--- src/rtl/cdc_pkg.sv ---
// Shared types and constants for the toggle request/acknowledge crossing pair.
// Used by the transmit end and its 3-flop level synchronizer.
package cdc_pkg;

   typedef enum logic {
      IDLE     = 1'b0,
      WAIT_ACK = 1'b1
   } state_t;

   localparam int          SYNC_STAGES = 3;
   localparam logic [15:0] TO_CYC_DEF  = 16'd4096;

endpackage : cdc_pkg

--- src/rtl/cdc_hs_tx_if.sv ---
// Handshake, crossing and status bundle of the transmit end; slave is the block side.
// Latency/backpressure live in the block: in_ready drops for the whole request/ack round trip.
interface cdc_hs_tx_if #(
   parameter int DW = 32
);
   logic          in_valid;
   logic          in_ready;
   logic [DW-1:0] in_data;
   logic          tx_req;
   logic [DW-1:0] tx_data;
   logic          ack_in;
   logic          done;
   logic          busy;
   logic          to_err;
   logic          err_clr;

   modport master (
      output in_valid, in_data, ack_in, err_clr,
      input  in_ready, tx_req, tx_data, done, busy, to_err
   );

   modport slave (
      input  in_valid, in_data, ack_in, err_clr,
      output in_ready, tx_req, tx_data, done, busy, to_err
   );
endinterface : cdc_hs_tx_if

--- src/rtl/cdc_sync3r.sv ---
// Resettable multi-flop level synchronizer; q follows d after SYNC_STAGES edges.
// No backpressure: a pure level pipeline.
module cdc_sync3r
   import cdc_pkg::*;
(
   input  logic clk,
   input  logic rstn,
   input  logic d,
   output logic q
);

   logic [SYNC_STAGES-1:0] r_sync;

   always_ff @(posedge clk or negedge rstn) begin
      if (!rstn) begin
         r_sync <= '0;
      end else begin
         r_sync <= {r_sync[SYNC_STAGES-2:0], d};
      end
   end

   assign q = r_sync[SYNC_STAGES-1];

endmodule : cdc_sync3r

--- src/rtl/cdc_hs_tx.sv ---
// Transmit end of a two-phase toggle CDC: launches one word, then waits for the ack phase to match.
// Latency: tx_req/tx_data one edge after accept; done three edges after ack first sampled; in_ready low while waiting.
module cdc_hs_tx
   import cdc_pkg::*;
#(
   parameter int              DW     = 32,
   parameter int              TO_W   = 16,
   parameter logic [TO_W-1:0] TO_CYC = TO_W'(TO_CYC_DEF)
) (
   input  logic        clk,
   input  logic        rstn,
   cdc_hs_tx_if.slave  bus
);

   localparam logic [TO_W-1:0] L_TO_LAST = TO_W'(TO_CYC - 1'b1);

   state_t          r_state,   w_nxt_state;
   logic            r_tx_req,  w_nxt_req;
   logic [DW-1:0]   r_tx_data, w_nxt_data;
   logic [TO_W-1:0] r_cnt,     w_nxt_cnt;
   logic            r_done,    w_nxt_done;
   logic            r_to_err,  w_nxt_err;
   logic            w_ack_s3;

   cdc_sync3r u_ack_sync (
      .clk  (clk),
      .rstn (rstn),
      .d    (bus.ack_in),
      .q    (w_ack_s3)
   );

   always_comb begin
      w_nxt_state = r_state;
      w_nxt_req   = r_tx_req;
      w_nxt_data  = r_tx_data;
      w_nxt_cnt   = r_cnt;
      w_nxt_done  = 1'b0;
      w_nxt_err   = r_to_err & ~bus.err_clr;
      case (r_state)
         IDLE: begin
            if (bus.in_valid) begin
               w_nxt_data  = bus.in_data;
               w_nxt_req   = ~r_tx_req;
               w_nxt_cnt   = '0;
               w_nxt_state = WAIT_ACK;
            end
         end
         WAIT_ACK: begin
            // Phase equality, not an edge: stable ack cycles after completion are harmless.
            if (w_ack_s3 == r_tx_req) begin
               w_nxt_state = IDLE;
               w_nxt_done  = 1'b1;
               w_nxt_cnt   = '0;
            end else begin
               if (r_cnt != '1) begin
                  w_nxt_cnt = r_cnt + 1'b1;
               end
               // Flag only; a late ack still completes the transfer normally.
               if (r_cnt == L_TO_LAST) begin
                  w_nxt_err = 1'b1;
               end
            end
         end
         default: w_nxt_state = IDLE;
      endcase
   end

   always_ff @(posedge clk or negedge rstn) begin
      if (!rstn) begin
         r_state   <= IDLE;
         r_tx_req  <= 1'b0;
         r_tx_data <= '0;
         r_cnt     <= '0;
         r_done    <= 1'b0;
         r_to_err  <= 1'b0;
      end else begin
         r_state   <= w_nxt_state;
         r_tx_req  <= w_nxt_req;
         r_tx_data <= w_nxt_data;
         r_cnt     <= w_nxt_cnt;
         r_done    <= w_nxt_done;
         r_to_err  <= w_nxt_err;
      end
   end

   assign bus.in_ready = (r_state == IDLE);
   assign bus.busy     = (r_state == WAIT_ACK);
   assign bus.tx_req   = r_tx_req;
   assign bus.tx_data  = r_tx_data;
   assign bus.done     = r_done;
   assign bus.to_err   = r_to_err;

endmodule : cdc_hs_tx
--- src/flat_wrapper.sv ---
// flat-port wrapper written by rule: the top's interface ports become plain ports
module cdc_hs_tx_flat import cdc_pkg::*;
#(
   parameter int              DW     = 32,
   parameter int              TO_W   = 16,
   parameter logic [TO_W-1:0] TO_CYC = TO_W'(TO_CYC_DEF)
)
  (clk, rstn, bus_in_valid, bus_in_data, bus_ack_in, bus_err_clr, bus_in_ready, bus_tx_req, bus_tx_data, bus_done, bus_busy, bus_to_err);
  cdc_hs_tx_if #(.DW(DW)) bus_i ();
  input  logic clk;
  input  logic rstn;
  input wire logic [$bits(bus_i.in_valid)-1:0] bus_in_valid;
  input wire logic [$bits(bus_i.in_data)-1:0] bus_in_data;
  input wire logic [$bits(bus_i.ack_in)-1:0] bus_ack_in;
  input wire logic [$bits(bus_i.err_clr)-1:0] bus_err_clr;
  output wire logic [$bits(bus_i.in_ready)-1:0] bus_in_ready;
  output wire logic [$bits(bus_i.tx_req)-1:0] bus_tx_req;
  output wire logic [$bits(bus_i.tx_data)-1:0] bus_tx_data;
  output wire logic [$bits(bus_i.done)-1:0] bus_done;
  output wire logic [$bits(bus_i.busy)-1:0] bus_busy;
  output wire logic [$bits(bus_i.to_err)-1:0] bus_to_err;
  assign bus_i.in_valid = bus_in_valid;
  assign bus_i.in_data = bus_in_data;
  assign bus_i.ack_in = bus_ack_in;
  assign bus_i.err_clr = bus_err_clr;
  assign bus_in_ready = bus_i.in_ready;
  assign bus_tx_req = bus_i.tx_req;
  assign bus_tx_data = bus_i.tx_data;
  assign bus_done = bus_i.done;
  assign bus_busy = bus_i.busy;
  assign bus_to_err = bus_i.to_err;
  cdc_hs_tx #(.DW(DW), .TO_W(TO_W), .TO_CYC(TO_CYC)) u_core (.clk(clk), .rstn(rstn), .bus(bus_i));
endmodule
--- config.mk ---
export PLATFORM = sky130hd
export DESIGN_NAME = cdc_hs_tx_flat
export DESIGN_NICKNAME = d
export VERILOG_FILES = /design/src/rtl/cdc_pkg.sv /design/src/rtl/cdc_hs_tx_if.sv /design/src/rtl/cdc_sync3r.sv /design/src/rtl/cdc_hs_tx.sv /design/src/flat_wrapper.sv
export SDC_FILE = /design/constraint.sdc
export NUM_CORES = 1
export LEC_CHECK = 0
export ABC_AREA = 1
export CORE_UTILIZATION = 40
export CTS_CLUSTER_SIZE = 20
export DETAILED_ROUTE_END_ITERATION = 16
export PLACE_DENSITY = 0.81
export SLEW_MARGIN = 10
export SYNTH_ARGS = -nofsm -noshare
export SYNTH_HDL_FRONTEND = slang
export SYNTH_SLANG_ARGS = --single-unit
--- constraint.sdc ---
create_clock -name clk -period 2.2 [get_ports clk]
set_clock_uncertainty 0.1 [all_clocks]
set_input_delay 0.66 -clock clk [delete_from_list [all_inputs] [get_ports clk]]
set_output_delay 0.66 -clock clk [all_outputs]
set_load 0.03 [all_outputs]
Nets reached from selected ports:
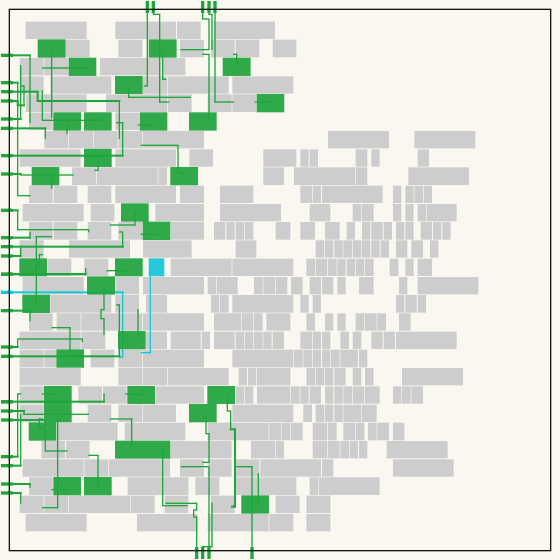
legend:
  green:
    port: `bus_in_data`
    direction: input
    end_cells: 32
    wire: 578 µm
  cyan:
    port: `bus_in_valid`
    direction: input
    end_cells: 1
    wire: 40.4 µm

Cell sizes after repair:
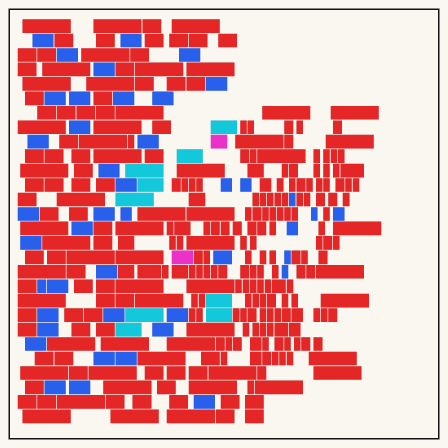
legend:
  cyan:
    size: drive 6 and up
    cells: 9
    share: 2.8%
    most_used: clkbuf_8
  red:
    size: drive 1 or less
    cells: 270
    share: 83%
    most_used: clkdlybuf4s50_1
  magenta:
    size: drive 3 to 4
    cells: 2
    share: 0.62%
  blue:
    size: drive 2
    cells: 43
    share: 13%
    most_used: mux2_2

==> results.toml <==
# implementation run metrics
[outcome]
status = "completed"

[floorplanning]
initCoreUtil_pct = 41.7
tap_cells = 75
ios = 74
core.rowCount = 28

[power_and_ir_drop]
pg_comb_uw = 2230
powerDensity_nw_per_um2 = 1280
clockPowerShare_pct = 13.4

[synth]
synth_area_leader_cell = "dfrtp_1"
fp_nets = 285
synth.area.top_cells = "dfrtp_1 (56%), mux2_2 (15%), nand2_1 (8.7%)"
synth-xor-area-share_pct = 1.42
simple_gate_share_pct = 20.3

[global_routing]
antenna_found_initial = 0
grt.total_usage_pct = 18.2
grt.busiest_layer = "met2"

[detailed_routing]
wl_met1_um = 2030
vias = 1985
drc = 0

[sta]
tightest_slew_ps = 474
maxSlewViolCount = 0
holdWs_ps = 195
fin_tns_setup_ps = 0
slew_headroom_pct = 68.4

[clocking]
cts_root_buffer = "clkbuf_8"
cts_inserted_buffers = 5
cts-hold-fix-buffers = 0

[hold_path]
hold_class = "in2async"

[finish]
post_route_cells_drive_above_1_share_pct = 16.7
buffers = 76

[critical_path]
worst-path-stages = 1
cp.required_ps = 1440
slowest_delay_ps = 700

[flow_run]
max-cap-violations = 0

[placed_design]
portBuffers = 73
dp.cells = 391
Placement by cell class:
Bar = 20 µm.
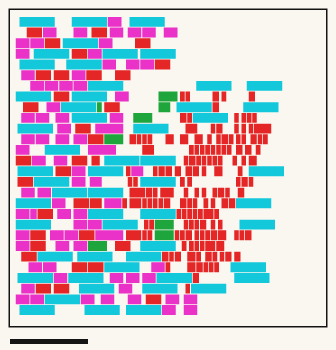
legend:
  magenta:
    class: other buffers and delay cells
    cells: 76
    share_of_their_area: 24%
  cyan:
    class: flops
    cells: 55
    share_of_their_area: 42%
  green:
    class: clock drivers and dummy loads
    cells: 8
    share_of_their_area: 2.9%
  red:
    class: all other logic
    cells: 185
    share_of_their_area: 32%

==> state kept, by name, summed over array words and instances, names as in the netlist <==
register,cells
u_core.bus.to_err,1
u_core.r_cnt,16
u_core.bus.tx_data,32
u_core.bus.busy,1
u_core.bus.tx_req,1
u_core.u_ack_sync.r_sync,3
u_core.bus.done,1
==> cells in the final DEF (no fill, tap or decap), drive strengths merged <==
cell type and instances:
clkbuf 7, o21bai 2, nand4 3, dlygate4sd2 2
buf 4, nor4 1, nand3 24, mux2 32
nand2 60, o21ai 8, a21oi 4, clkinv 1
xor2 3, clkdlybuf4s50 69, nor2 29, ha 1
inv 16, dlymetal6s2s 1, dfrtp 55, a31oi 1
xnor2 1
